--- config.mk ---
export PLATFORM = sky130hd
export DESIGN_NAME = mdio_frame_engine
export DESIGN_NICKNAME = d
export VERILOG_FILES = /design/src/rtl/mdio_pkg.sv /design/src/rtl/mdio_bit_timer.sv /design/src/rtl/mdio_frame_engine.sv
export SDC_FILE = /design/constraint.sdc
export NUM_CORES = 1
export LEC_CHECK = 0
export ABC_CLOCK_PERIOD_IN_PS = 2200
export CORE_ASPECT_RATIO = 0.6
export CORE_MARGIN = 1
export CORE_UTILIZATION = 48
export DETAILED_ROUTE_END_ITERATION = 8
export PLACE_DENSITY_LB_ADDON = 0.12
export SETUP_SLACK_MARGIN = 0.4
export SYNTH_ARGS = -nofsm -noshare
export SYNTH_HDL_FRONTEND = slang
export SYNTH_HIERARCHICAL = 1
export SYNTH_SLANG_ARGS = --single-unit
--- constraint.sdc ---
create_clock -name clk -period 2.2 [get_ports clk]
set_input_delay 0.33 -clock clk [delete_from_list [all_inputs] [get_ports clk]]
set_output_delay 0.33 -clock clk [all_outputs]
set_load 0.03 [all_outputs]
--- src/rtl/mdio_pkg.sv ---
// Shared types and field constants for the Clause 22 MDIO frame engine.
package mdio_pkg;

  typedef enum logic [1:0] {
    StIdle,
    StFrame,
    StDone
  } mdio_state_e;

  localparam logic [1:0] MDIO_ST       = 2'b01;
  localparam logic [1:0] MDIO_OP_READ  = 2'b10;
  localparam logic [1:0] MDIO_OP_WRITE = 2'b01;
  localparam logic [1:0] MDIO_TA_WRITE = 2'b10;

  // Bits after the preamble: ST(2) OP(2) PHYAD(5) REGAD(5) TA(2) DATA(16).
  localparam int unsigned MDIO_FRAME_BITS = 32;
  // Offsets of the first TA bit and first DATA bit within those 32 bits.
  localparam int unsigned MDIO_TA_OFFSET   = 14;
  localparam int unsigned MDIO_DATA_OFFSET = 16;

  // Builds the ST..DATA word, MSB sent first. On reads the TA and DATA slots
  // are released, so they carry zeros that are never enabled onto the line.
  function automatic logic [MDIO_FRAME_BITS-1:0] mdio_frame_word(
    input logic       write,
    input logic [4:0] phy_addr,
    input logic [4:0] reg_addr,
    input logic [15:0] wdata
  );
    logic [1:0]  op;
    logic [1:0]  ta;
    logic [15:0] data;
    op   = write ? MDIO_OP_WRITE : MDIO_OP_READ;
    ta   = write ? MDIO_TA_WRITE : 2'b00;
    data = write ? wdata : 16'h0000;
    return {MDIO_ST, op, phy_addr, reg_addr, ta, data};
  endfunction

endpackage

--- src/rtl/mdio_bit_timer.sv ---
// MDC divider: one bit period per CLK_DIV cycles, MDC low for the first half
// (floor) and high for the rest. Counter is held at zero whenever disabled.
module mdio_bit_timer
  import mdio_pkg::*;
#(
  parameter int unsigned CLK_DIV = 125
) (
  input  logic clk,
  input  logic rst,
  input  logic enable,
  output logic mdc,
  output logic bit_start,
  output logic sample
);

  localparam int unsigned CW = $clog2(CLK_DIV);
  localparam logic [CW-1:0] CntLast = CW'(CLK_DIV - 1);
  localparam logic [CW-1:0] CntHalf = CW'(CLK_DIV / 2);

  logic [CW-1:0] cnt_q;
  logic [CW-1:0] cnt_d;

  // Next counter value: wraps at CLK_DIV-1, forced to zero when disabled.
  always_comb begin
    cnt_d = '0;
    if (enable) begin
      cnt_d = (cnt_q == CntLast) ? '0 : cnt_q + 1'b1;
    end
  end

  // Counter and registered MDC, derived from the cycle index being entered.
  always_ff @(posedge clk) begin
    if (rst) begin
      cnt_q <= '0;
      mdc   <= 1'b0;
    end else begin
      cnt_q <= cnt_d;
      mdc   <= (cnt_d >= CntHalf);
    end
  end

  // bit_start: the coming edge begins a new bit period (current one is ending).
  assign bit_start = enable && (cnt_q == CntLast);
  // sample: current cycle is the first MDC-high cycle of the bit.
  assign sample    = enable && (cnt_q == CntHalf);

endmodule

--- src/rtl/mdio_frame_engine.sv ---
// Clause 22 MDIO frame engine: one command in, one 32+PREAMBLE_LEN bit frame
// out on MDC/MDIO, one response strobe back with captured read data.
module mdio_frame_engine
  import mdio_pkg::*;
#(
  parameter int unsigned CLK_DIV      = 125,
  parameter int unsigned PREAMBLE_LEN = 32
) (
  input  logic        clk,
  input  logic        rst,
  input  logic        cmd_valid,
  output logic        cmd_ready,
  input  logic        cmd_write,
  input  logic [4:0]  cmd_phy_addr,
  input  logic [4:0]  cmd_reg_addr,
  input  logic [15:0] cmd_wdata,
  output logic        rsp_valid,
  output logic [15:0] rsp_rdata,
  output logic        busy,
  output logic        mdc,
  output logic        mdio_tx_en,
  output logic        mdio_tx_data,
  input  logic        mdio_rx_data
);

  if (CLK_DIV < 4) begin : g_bad_clk_div
    $error("mdio_frame_engine: CLK_DIV must be at least 4");
  end

  localparam int unsigned TotalBits = PREAMBLE_LEN + MDIO_FRAME_BITS;
  localparam int unsigned BW        = $clog2(TotalBits + 1);

  localparam logic [BW-1:0] BitLast   = BW'(TotalBits - 1);
  localparam logic [BW-1:0] PreLen    = BW'(PREAMBLE_LEN);
  localparam logic [BW-1:0] TaFirst   = BW'(PREAMBLE_LEN + MDIO_TA_OFFSET);
  localparam logic [BW-1:0] DataFirst = BW'(PREAMBLE_LEN + MDIO_DATA_OFFSET);

  mdio_state_e                state_q;
  logic                       ready_q;
  logic                       busy_q;
  logic                       tx_en_q;
  logic                       tx_data_q;
  logic                       rsp_valid_q;
  logic [15:0]                rsp_rdata_q;
  logic                       write_q;
  logic [BW-1:0]              bit_cnt_q;
  logic [MDIO_FRAME_BITS-1:0] sreg_q;
  logic [15:0]                rx_sh_q;

  logic frame_active;
  logic bit_start;
  logic sample;

  // Values for the bit about to be driven (bit 0 on accept, else bit_cnt+1).
  logic [BW-1:0]              emit_idx;
  logic [MDIO_FRAME_BITS-1:0] emit_src;
  logic                       emit_write;
  logic                       emit_pre;
  logic                       emit_data;
  logic                       emit_en;
  logic [MDIO_FRAME_BITS-1:0] emit_sreg;

  assign frame_active = (state_q == StFrame);

  mdio_bit_timer #(
    .CLK_DIV (CLK_DIV)
  ) u_bit_timer (
    .clk       (clk),
    .rst       (rst),
    .enable    (frame_active),
    .mdc       (mdc),
    .bit_start (bit_start),
    .sample    (sample)
  );

  // Select the next outgoing bit: preamble ones, then the shift register MSB.
  always_comb begin
    emit_idx   = bit_cnt_q + 1'b1;
    emit_src   = sreg_q;
    emit_write = write_q;
    if (state_q == StIdle) begin
      emit_idx   = '0;
      emit_src   = mdio_frame_word(cmd_write, cmd_phy_addr, cmd_reg_addr, cmd_wdata);
      emit_write = cmd_write;
    end
    emit_pre  = (emit_idx < PreLen);
    emit_data = emit_pre ? 1'b1 : emit_src[MDIO_FRAME_BITS-1];
    emit_sreg = emit_pre ? emit_src : {emit_src[MDIO_FRAME_BITS-2:0], 1'b0};
    // Reads release the line from the first TA bit to the end of the frame.
    emit_en   = emit_write || (emit_idx < TaFirst);
  end

  // Frame FSM with all externally visible outputs registered.
  always_ff @(posedge clk) begin
    if (rst) begin
      state_q     <= StIdle;
      ready_q     <= 1'b1;
      busy_q      <= 1'b0;
      tx_en_q     <= 1'b0;
      tx_data_q   <= 1'b0;
      rsp_valid_q <= 1'b0;
      rsp_rdata_q <= 16'h0000;
      write_q     <= 1'b0;
      bit_cnt_q   <= '0;
      sreg_q      <= '0;
      rx_sh_q     <= 16'h0000;
    end else begin
      rsp_valid_q <= 1'b0;
      unique case (state_q)
        StIdle: begin
          if (cmd_valid && ready_q) begin
            state_q   <= StFrame;
            ready_q   <= 1'b0;
            busy_q    <= 1'b1;
            write_q   <= cmd_write;
            bit_cnt_q <= '0;
            rx_sh_q   <= 16'h0000;
            sreg_q    <= emit_sreg;
            tx_data_q <= emit_data;
            tx_en_q   <= emit_en;
          end
        end
        StFrame: begin
          // TA samples are skipped; only DATA bits enter the read shifter.
          if (sample && !write_q && (bit_cnt_q >= DataFirst)) begin
            rx_sh_q <= {rx_sh_q[14:0], mdio_rx_data};
          end
          if (bit_start) begin
            if (bit_cnt_q == BitLast) begin
              state_q     <= StDone;
              busy_q      <= 1'b0;
              tx_en_q     <= 1'b0;
              tx_data_q   <= 1'b0;
              rsp_valid_q <= 1'b1;
              rsp_rdata_q <= write_q ? 16'h0000 : rx_sh_q;
            end else begin
              bit_cnt_q <= emit_idx;
              sreg_q    <= emit_sreg;
              tx_data_q <= emit_data;
              tx_en_q   <= emit_en;
            end
          end
        end
        StDone: begin
          state_q <= StIdle;
          ready_q <= 1'b1;
        end
        default: begin
          state_q <= StIdle;
          ready_q <= 1'b1;
        end
      endcase
    end
  end

  // Ready is masked while reset is held so nothing is accepted during reset.
  assign cmd_ready    = ready_q & ~rst;
  assign busy         = busy_q;
  assign rsp_valid    = rsp_valid_q;
  assign rsp_rdata    = rsp_rdata_q;
  assign mdio_tx_en   = tx_en_q;
  assign mdio_tx_data = tx_data_q;

endmodule
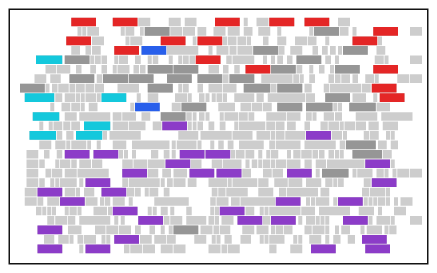
Run 1: sequential cells coloured by netlist name
Other sequential cells in the stronger grey, the rest of the logic in the fainter grey.
[state_q] blue | placed flops: 2
[sreg_q] purple | placed flops: 32
[rsp_rdata] red | placed flops: 16
[u_bit_timer/cnt_q] cyan | placed flops: 7 | where: left middle
not coloured: 30
power in sequential cells: 1.66 mW
Layout Utilization: 70.5%

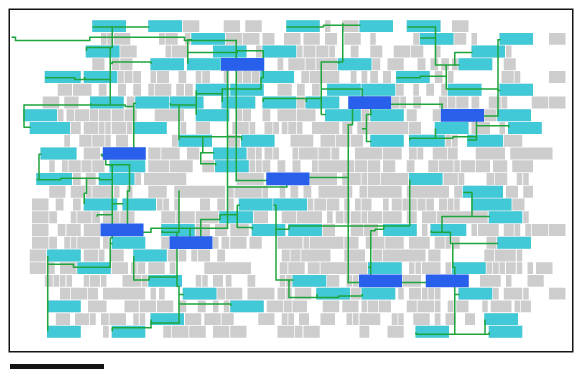
Run 1: clock distribution
The bar under the picture is 20 um long.
[clock wires] green | length: 1,040 um
[clock-net drivers] blue | count: 9
[flip-flops] cyan | count: 87
flops lie: widely spread
clock distribution power: 1.73 mW
clk ins delay skew pair: 0.34 ns

==> summary.rpt, run 1 <==
FLOW METRICS REPORT
----------------------------------------------------
[Worst setup path]
  Logic depth of the worst register-to-register path ........................ 9
  Delay of the slowest cell on the worst path ........................ roughly 0.40 ns
  R2R Path End ........................ sreg_q[5]$_SDFFE_PP0P_
  Critical path buffers and inverters ........................ 3
  Source of the worst register-to-register timing path ........................ bit_cnt_q[1]$_SDFFE_PP0P_
  WP data arrival ........................ about 2.1 ns
  Type of origin of the critical path ........................ register
  Kind of capture point of the worst setup path ........................ register
  Class of the most critical setup path ........................ register to register
  Required time of the critical path ........................ 2.47 ns
  Crit. path cell count ........................ 9
  Destination of the critical timing path ........................ sreg_q[5]$_SDFFE_PP0P_
  CP Max Fanout ........................ 7
  Sequence of cells on the critical path ........................ ha_4 > nand3_4 > o311a_4 > buf_6 > nor3_4 > buf_6 > buf_16 > nand2_1 > o21ai_1
  Max stage delay cell, worst path ........................ sky130_fd_sc_hd__o311a_4
  Critical Path Start ........................ bit_cnt_q[1]$_SDFFE_PP0P_

[Finish]
  Area Overhead vs Synth ........................ 40.3%
  Number of inserted filler cells in the final layout ........................ a little over 600
  Max reg flops ........................ 32
  Post-route insts no fill ........................ 681
  Net count reported at finish ........................ 604
  Gate Area ........................ 2350 um^2
  Register with the highest flop count ........................ sreg_q
  Ratio of cells with drive above 1 in the final layout ........................ 24.4%
  Most frequent logic cell in the layout ........................ sky130_fd_sc_hd__nand2_1

[Placed design]
  Count of input and output buffers ........................ 52
  Cell Count Post-Placement ........................ between 600 and 700
  RD Place Congestion ........................ just under 0.9

[Yosys]
  Most instantiated flip-flop cell in the synthesis netlist ........................ sky130_fd_sc_hd__dfxtp_1
  Synthesis warning total ........................ 6
  Synthesized area ........................ 4010 um^2
  Synthesis-stage register bit count ........................ 87
  Count of unique library cells instantiated by Yosys ........................ 55
  Synthesized instance count ........................ slightly below 500
  Ys cells ........................ 497
  Number of synthesized flops with an enable pin ........................ 0
  Share of the yosys chip area belonging to registers ........................ roughly 43%
  Number of nets in the synthesized netlist ........................ 533
  Syn avg cell area ........................ slightly above 8 um^2

[Power and ir drop]
  Power drawn by the combinational cells ........................ 489 uW
  Power per cell area ........................ around 700 nW/um^2
  Fraction of power consumed by combinational cells ........................ 12.6%
  Worst VDD drop ........................ 344 uV
  Switching Share ........................ 24.4%
  Internal cell power ........................ around 2.9 mW
  Share of total power in sequential cells ........................ around 43%
  Clock Power Share ........................ between 40 and 50%
  Switching power summed over all nets ........................ 946 uW
  Group drawing the most power ........................ the clock network

[Hold path]
  Cell depth of the worst hold path ........................ 4
  Worst min-delay path class ........................ primary input to register
  Hold path startpoint ........................ rst
  Endpoint of the worst hold path ........................ sreg_q[1]$_SDFFE_PP0P_

[Detailed routing]
  Count of TritonRoute iterations in the first routing pass ........................ 5
  Number of vias per cell after detailed routing ........................ between 5 and 6
  Residual DRC count ........................ 0
  Total number of vias ........................ 3,892
  Iteration-0 DRC count of the detailed router ........................ 315
  DR WL met2 ........................ 5.05 mm
  Top Metal Used ........................ met4
  Met1 WL ........................ 5.37 mm
  Count of antenna-violating nets left after detailed routing ........................ 0

[Job]
  Tool warnings ........................ 32
  Max cap viols ........................ 0

[GRT]
  Vias in the first global route ........................ 3,358
  Met2 track utilization from global routing ........................ ~37%
  Largest net degree at the start of global routing ........................ 41
  First-pass GRT wire length ........................ 16.8 mm
  Global-route congestion overflow total ........................ 0
  Overall routing resource usage ........................ 24.6%
  Top Usage Layer GRT ........................ met2
  Met1 capacity usage during global routing ........................ 34.6%
  Global-route track usage on met3 ........................ 5.47%

[CTS]
  Buffer type at the clock tree root ........................ sky130_fd_sc_hd__clkbuf_16
  Clock-pin slew reported for the worst setup and hold paths after clock tree synthesis ........................ 0.06 ns
  TritonCTS clock tree ........................ built
  Number of hold-repair buffers added at the cts stage ........................ 0
  Maximum root-to-sink buffer count ........................ 2

[Timing]
  Fin crit period ........................ 1.87 ns
  Max-slew violation total from the final report ........................ 0
  Slew at the pin closest to its max-slew limit ........................ between 0.4 and 0.5 ns
  Relative slew slack ........................ 68.6%
  Final setup violating endpoints ........................ 0
  Achievable frequency ........................ roughly 540 MHz
  Total negative slack for setup checks ........................ 0 ns

[Floorplanning]
  Total I/O pin count ........................ 53
  Die outline height ........................ between 70 and 80 um
  Total die size ........................ between 8000 and 9000 um^2
  Placement Rows ........................ 25
  Core Region ........................ 7980 um^2
  Core Density at Floorplan ........................ between 50% and 60%
  Width of the die ........................ between 100 and 150 um

[Run status]
  Status ........................ finished, final reports clean

----------------------------------------------------
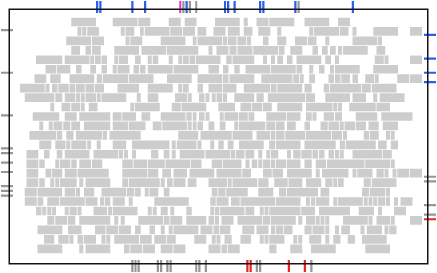
Run 1: ports around the boundary
Pins as bars across the die edge, other pins in grey.
[rsp_rdata] blue | pins: 16 | direction: output | edge: 12 top, 4 right
[cmd_phy_addr] red | pins: 5 | direction: input | edge: 4 bottom, 1 right
[rsp_valid] magenta | pins: 1 | direction: output | edge: top

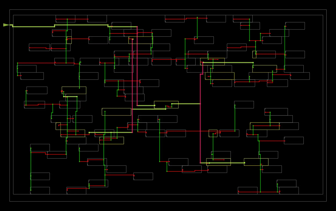
Run 1: clock wiring as the flow saved it
Clock Skew: 0.00605 ns
Num Clock Sinks: 87
Num CTS Buffers: 9
sequential cell count: 87
tally of clock buffers in the finished layout: 10

[run 1: cells in the mapped netlist, types with 3 or more instances]
master	count	area [um^2]
sky130_fd_sc_hd__inv_1	7	26.3
sky130_fd_sc_hd__nand3_1	43	215
sky130_fd_sc_hd__o211ai_1	3	22.5
sky130_fd_sc_hd__a22oi_1	15	113
sky130_fd_sc_hd__xor2_1	5	43.8
sky130_fd_sc_hd__buf_4	3	22.5
sky130_fd_sc_hd__o21ai_0	12	60.1
sky130_fd_sc_hd__xnor2_1	4	35.0
sky130_fd_sc_hd__a21oi_1	28	140
sky130_fd_sc_hd__clkbuf_1	23	86.3
sky130_fd_sc_hd__buf_2	8	40.0
sky130_fd_sc_hd__ha_1	5	62.6
sky130_fd_sc_hd__nor2_1	46	173
sky130_fd_sc_hd__nor3_1	3	15.0
sky130_fd_sc_hd__buf_6	3	33.8
sky130_fd_sc_hd__nand2_1	110	413
sky130_fd_sc_hd__dfxtp_1	87	1740
sky130_fd_sc_hd__o31ai_1	10	75.1
sky130_fd_sc_hd__nor2b_1	4	25.0
sky130_fd_sc_hd__mux2i_1	15	150
sky130_fd_sc_hd__o21ai_2	9	78.8
sky130_fd_sc_hd__and3_1	14	87.6
sky130_fd_sc_hd__o32ai_1	3	26.3
[run 1: cell families after synthesis]
| logic type | Yosys count | synth area share (%) |
|---|---|---|
| and+or+nand+nor | 237 | 26.9 |
| buffers and inverters | 45 | 5.30 |
| AOI/OAI and AO/OA | 99 | 17.1 |
| muxes | 15 | 3.74 |
| adders and majority gates | 5 | 1.56 |
| DFF | 87 | 43.4 |
| xor gates and xnor gates | 9 | 1.97 |
[run 1: metrics by stage]
stage / worst slack [ns] / instance area [um^2] / hold WS [ns] / utilization (%) / total power [mW]
floorplan: 0.404 / 4050 / 0.406 / - / 1.94
global placement: 0.269 / 4690 / 0.435 / 58.8 / 2.08
detailed placement: 0.174 / 4690 / 0.451 / 58.8 / 2.09
CTS: 0.386 / 5210 / 0.417 / 65.3 / 3.83
global route: 0.264 / 5630 / 0.423 / 70.5 / 4.01
finish: 0.335 / 5630 / 0.398 / 70.5 / 3.88
[run 1: repair_timing]
item                                   in CTS  in global routing
setup buffers                               9                  9
gates resized                              21                 72
cloned                                      2                  5
setup endpoints to repair                  56                 70
pin swaps                                   2                 18
endpoints found under the hold margin       0                  0
[run 1: area by class of cell]
| cell class | count | area share (%) |
|---|---|---|
| clock buffers | 10 | 4.07 |
| clock inverters | 6 | 1.93 |
| inverters | 8 | 0.534 |
| multi-input cells | 366 | 41.8 |
| flip-flops and latches | 87 | 31.4 |
| well taps | 108 | 2.40 |
| repair buffers | 96 | 17.9 |
[run 1: worst reg2reg max path: stages (launching register included)]
cell and delay [ns]:
sky130_fd_sc_hd__dfxtp_4 0.36, sky130_fd_sc_hd__ha_4 0.15, sky130_fd_sc_hd__nand3_4 0.09, sky130_fd_sc_hd__o311a_4 0.40, sky130_fd_sc_hd__buf_6 0.13, sky130_fd_sc_hd__nor3_4 0.22, sky130_fd_sc_hd__buf_6 0.17, sky130_fd_sc_hd__buf_16 0.14
sky130_fd_sc_hd__nand2_1 0.05, sky130_fd_sc_hd__o21ai_1 0.09
Run 1, signal wires by layer:
The bar under the picture is 20 um long.
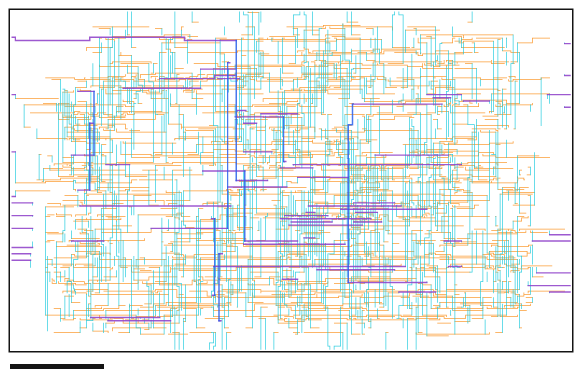

==> inputs of run 2 (changes only) <==
- ABC_CLOCK_PERIOD_IN_PS: 2200 -> 1500
- clock period: 2.2 -> 1.5 ns (I/O delays scaled with it)
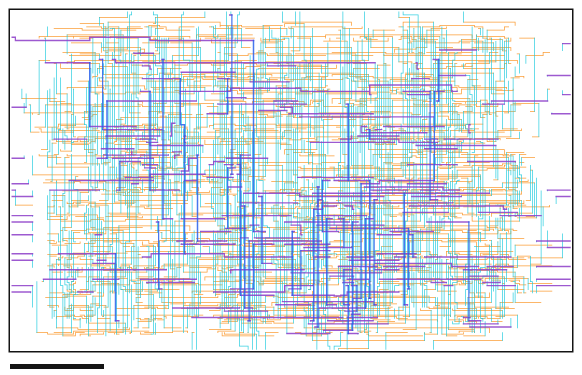
Run 2: signal wires by layer
The bar under the picture is 20 um long.
[M4] blue | wire length: 755 um
[M3] purple | wire length: 1,860 um
[M2] cyan | wire length: 7,690 um
[M1] orange | wire length: 6,740 um
routed len/inst: 22.8 um
total number of vias: 4,783
overall routing resource usage: 28.8%

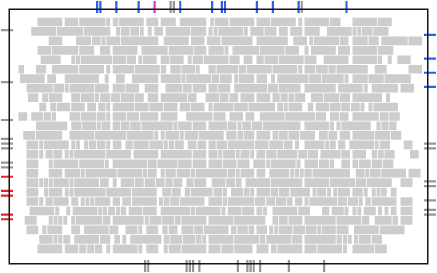
Run 2: ports around the boundary
Pins as bars across the die edge, other pins in grey.
[cmd_phy_addr] red | pins: 5 | direction: input | edge: left
[rsp_valid] magenta | pins: 1 | direction: output | edge: top
[rsp_rdata] blue | pins: 16 | direction: output | edge: 12 top, 4 right
all pins by edge: 16 top, 13 left, 13 bottom, 11 right
width of the die: 120 um
count of input and output buffers: 52

==> run 2 against run 1 <==
  * The run now ends with setup timing left
  * Utilization increased by 15 points
  * Clock-buffer cell count increased by 1
  * Sequential cell count unchanged
  * Non-clock buffer count increased by 65
  * Highest routed layer unchanged
==> summary.rpt, run 2 <==
FLOW METRICS REPORT
----------------------------------------------------
[CTS]
  TritonCTS clock tree ........................ built
  Clock-pin slew reported for the worst setup and hold paths after clock tree synthesis ........................ 0.06 ns
  Maximum root-to-sink buffer count ........................ 2
  # H-tree levels ........................ 3
  Num Clock Sinks ........................ 87
  Num CTS Buffers ........................ 9
  Buffer type at the clock tree root ........................ sky130_fd_sc_hd__clkbuf_16

[Finish]
  Area Overhead vs Synth ........................ 70.9%
  Post-route insts no fill ........................ 747
  Net count reported at finish ........................ around 670
  Max reg flops ........................ 32
  ANT cells ........................ 0
  Most frequent cells in the layout ........................ sky130_fd_sc_hd__nand2_1 (94), sky130_fd_sc_hd__dfxtp_1 (64), sky130_fd_sc_hd__buf_4 (60)
  Register with the highest flop count ........................ sreg_q
  Ratio of cells with drive above 1 in the final layout ........................ 50.1%
  Number of inserted filler cells in the final layout ........................ 363
  Most frequent logic cell in the layout ........................ sky130_fd_sc_hd__nand2_1

[Yosys]
  Share of the yosys chip area belonging to registers ........................ 43.4%
  Cell type with the largest total area ........................ sky130_fd_sc_hd__dfxtp_1
  Synthesized area ........................ 4010 um^2
  Most numerous cell in the Yosys netlist ........................ sky130_fd_sc_hd__nand2_1
  Number of synthesized flops with an enable pin ........................ 0
  Ys cells ........................ 497
  Count of unique library cells instantiated by Yosys ........................ between 50 and 60
  Synthesized instance count ........................ about 500
  Number of nets in the synthesized netlist ........................ roughly 530
  Leading post-synthesis cells by instance count ........................ sky130_fd_sc_hd__nand2_1 (110), sky130_fd_sc_hd__dfxtp_1 (87), sky130_fd_sc_hd__nor2_1 (46), sky130_fd_sc_hd__nand3_1 (43), sky130_fd_sc_hd__a21oi_1 (28)
  Synthesis-stage register bit count ........................ 87
  Syn avg cell area ........................ 8.07 um^2
  Most instantiated flip-flop cell in the synthesis netlist ........................ sky130_fd_sc_hd__dfxtp_1
  Synthesis warning total ........................ 6
  Top-area cell share ........................ 43.4%
  Yosys stat area ........................ 4010 um^2
  Top post-synthesis cells by area ........................ sky130_fd_sc_hd__dfxtp_1 (43%), sky130_fd_sc_hd__nand2_1 (10%), sky130_fd_sc_hd__nand3_1 (5.4%)
  Async S/R FF share, synth ........................ 0%

[Floorplanning]
  Core Density at Floorplan ........................ 50.3%
  Total die size ........................ 8740 um^2
  Core Region ........................ 7980 um^2
  Total I/O pin count ........................ 53
  Placement Rows ........................ 25

[Timing]
  Final count of hold timing violations ........................ 0
  Fin crit period ........................ 1.98 ns
  Final setup violating endpoints ........................ 77
  Relative slew slack ........................ 72.9%
  Achievable frequency ........................ slightly above 500 MHz
  Max-slew violation total from the final report ........................ 0
  Unrepaired setup endpoints after global routing ........................ yes
  Tcrit/Tclk final ........................ 132%
  Minimum setup slack in the final design ........................ -0.483 ns
  Slew at the pin closest to its max-slew limit ........................ 0.407 ns

[Power and ir drop]
  Cell leakage power ........................ 2.73 nW
  Clock Power Share ........................ 42.9%
  Internal cell power ........................ 4.46 mW
  Switching Share ........................ around 26%
  Share of total power in sequential cells ........................ 40.6%
  Overall power consumption ........................ 6.02 mW
  Fraction of power consumed by combinational cells ........................ 16.5%
  Switching power summed over all nets ........................ 1.56 mW
  Worst VDD drop ........................ 560 uV
  Power per cell area ........................ roughly 880 nW/um^2

[Worst setup path]
  Source of the worst register-to-register timing path ........................ bit_cnt_q[0]$_SDFFE_PP0P_
  Family with the most delay on the worst path ........................ simple AND/OR/NAND/NOR gates
  Critical path buffers and inverters ........................ 2
  Kind of capture point of the worst setup path ........................ register
  CP Max Fanout ........................ 8
  Logic depth of the worst register-to-register path ........................ 8
  Reg-to-reg setup timing slack ........................ -0.48 ns
  R2R Path End ........................ sreg_q[20]$_SDFFE_PP0P_
  Type of origin of the critical path ........................ register
  Required time of the critical path ........................ 1.74 ns
  Class of the most critical setup path ........................ register to register
  Max stage delay cell, worst path ........................ sky130_fd_sc_hd__dfxtp_4
  Sequence of cells on the critical path ........................ ha_4 > xnor2_2 > nand4_1 > nand3_4 > buf_6 > clkbuf_16 > nor2_1 > o31ai_1
  WP data arrival ........................ 2.23 ns
  Delay of the slowest cell on the worst path ........................ 0.36 ns

[Detailed routing]
  Number of vias per cell after detailed routing ........................ 6.40
  DR WL met3 ........................ 1.86 mm
  Iteration-0 DRC count of the detailed router ........................ 620
  Count of antenna-violating nets left after detailed routing ........................ 0
  DR WL met2 ........................ a little under 8 mm
  Top Metal Used ........................ met4
  Residual DRC count ........................ 0
  Met1 WL ........................ roughly 6.7 mm
  Count of TritonRoute iterations in the first routing pass ........................ 5
  Final WL ........................ 17.0 mm

[Placed design]
  Cell Count Post-Placement ........................ 687
  RD Place Congestion ........................ 0.926
  Post-detailed-placement half-perimeter wirelength ........................ 7.29 mm
  Setup slack after placement ........................ -0.327 ns

[Hold path]
  Worst min-delay path class ........................ primary input to register
  Endpoint of the worst hold path ........................ write_q$_SDFFE_PP0P_
  Hold path startpoint ........................ rst
  Cell depth of the worst hold path ........................ 2

[Run status]
  Status ........................ finished, violations left
  Failing checks ........................ setup timing

[GRT]
  Vias in the first global route ........................ 3,956
  Global-route congestion overflow total ........................ 0
  Number of antenna violations at the first check in global routing ........................ 0
  First-pass GRT wire length ........................ 19.4 mm
  Largest net degree at the start of global routing ........................ 30

[Job]
  Max cap viols ........................ 0
  Tool warnings ........................ 33

----------------------------------------------------
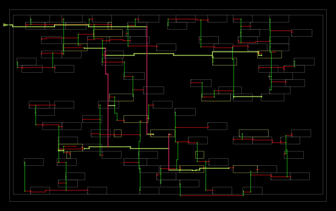
Run 2: clock wiring as the flow saved it
clock distribution power: 2.58 mW
clk ins delay skew pair: 0.35 ns
Clock Skew: 0.00623 ns
tally of clock buffers in the finished layout: 11

-- run 2: layer usage --
layer  track usage, %  vias up
met3             6.48       92
met5                0        -
met1             38.9     2293
li1                 -     2008
met2             45.5      390
met4             10.1        0
-- run 2: logic make-up (layout without fill, tap and decap cells) --
kind of cell    count (synthesis)  after routing  synth area share [%]
xor+xnor                        9              9                  1.97
simple gates                  237            239                  26.9
flops                          87             87                  43.4
mux                            15             15                  3.74
compound gates                 99             99                  17.1
fa+ha+maj                       5              5                  1.56
buf+inv                        45            185                  5.30
-- run 2: final cells by class --
type / count / area (um^2) / share of cell area (%)
Multi-Input combinational cell: 367 / 2840 / 41.5
Sequential cell: 87 / 1780 / 26.0
Timing Repair Buffer: 161 / 1730 / 25.2
Clock buffer: 11 / 233 / 3.40
Tap cell: 108 / 135 / 1.97
Clock inverter: 5 / 106 / 1.55
Inverter: 8 / 32.5 / 0.475
-- run 2: power by group through the flow --
stage	combinational [mW]	clock (mW)	sequential [mW]
after global routing	1.03	2.68	2.45
after CTS	0.814	2.56	2.43
final	0.996	2.58	2.44
after floorplan	0.400	0	2.48
after detailed placement	0.688	0	2.48
after global placement	0.674	0	2.47
-- run 2: worst max path at each step --
stage / startpoint / to / slack [ns] / cells after the start
after detailed placement: cmd_valid / rx_sh_q[12]$_SDFFE_PP0P_ / -0.33 / 5
after CTS: u_bit_timer/cnt_q[2]$_SDFF_PP0_ / sreg_q[24]$_SDFFE_PP0P_ / -0.21 / 8
final: bit_cnt_q[0]$_SDFFE_PP0P_ / sreg_q[20]$_SDFFE_PP0P_ / -0.48 / 8
after global placement: u_bit_timer/cnt_q[3]$_SDFF_PP0_ / sreg_q[24]$_SDFFE_PP0P_ / -0.23 / 8
after global routing: bit_cnt_q[1]$_SDFFE_PP0P_ / sreg_q[4]$_SDFFE_PP0P_ / -0.48 / 8
after floorplan: bit_cnt_q[1]$_SDFFE_PP0P_ / sreg_q[27]$_SDFFE_PP0P_ / -0.24 / 9
-- run 2: timing repair --
item | in CTS | in global routing
hold endpoints to repair | 0 | 0
cloned | 3 | 8
endpoints found under the setup margin | 108 | 99
buffers inserted | 23 | 10
gates resized | 214 | 118
pin swaps | 26 | 53
hold buffers | 0 | 0
-- run 2: stage by stage --
stage | util [%] | hold WS, ns | TNS, ns | instance area, um^2
finish | 85.9 | 0.246 | -25.52 | 6850
global route | 85.9 | 0.238 | -27.40 | 6850
CTS | 76.8 | 0.259 | -9.17 | 6130
detailed placement | 65.9 | 0.448 | -15.79 | 5260
global placement | 65.9 | 0.441 | -12.56 | 5260
floorplan | - | 0.301 | -11.14 | 4290
No activity file was given, so power comes from the tool's default toggle rates.
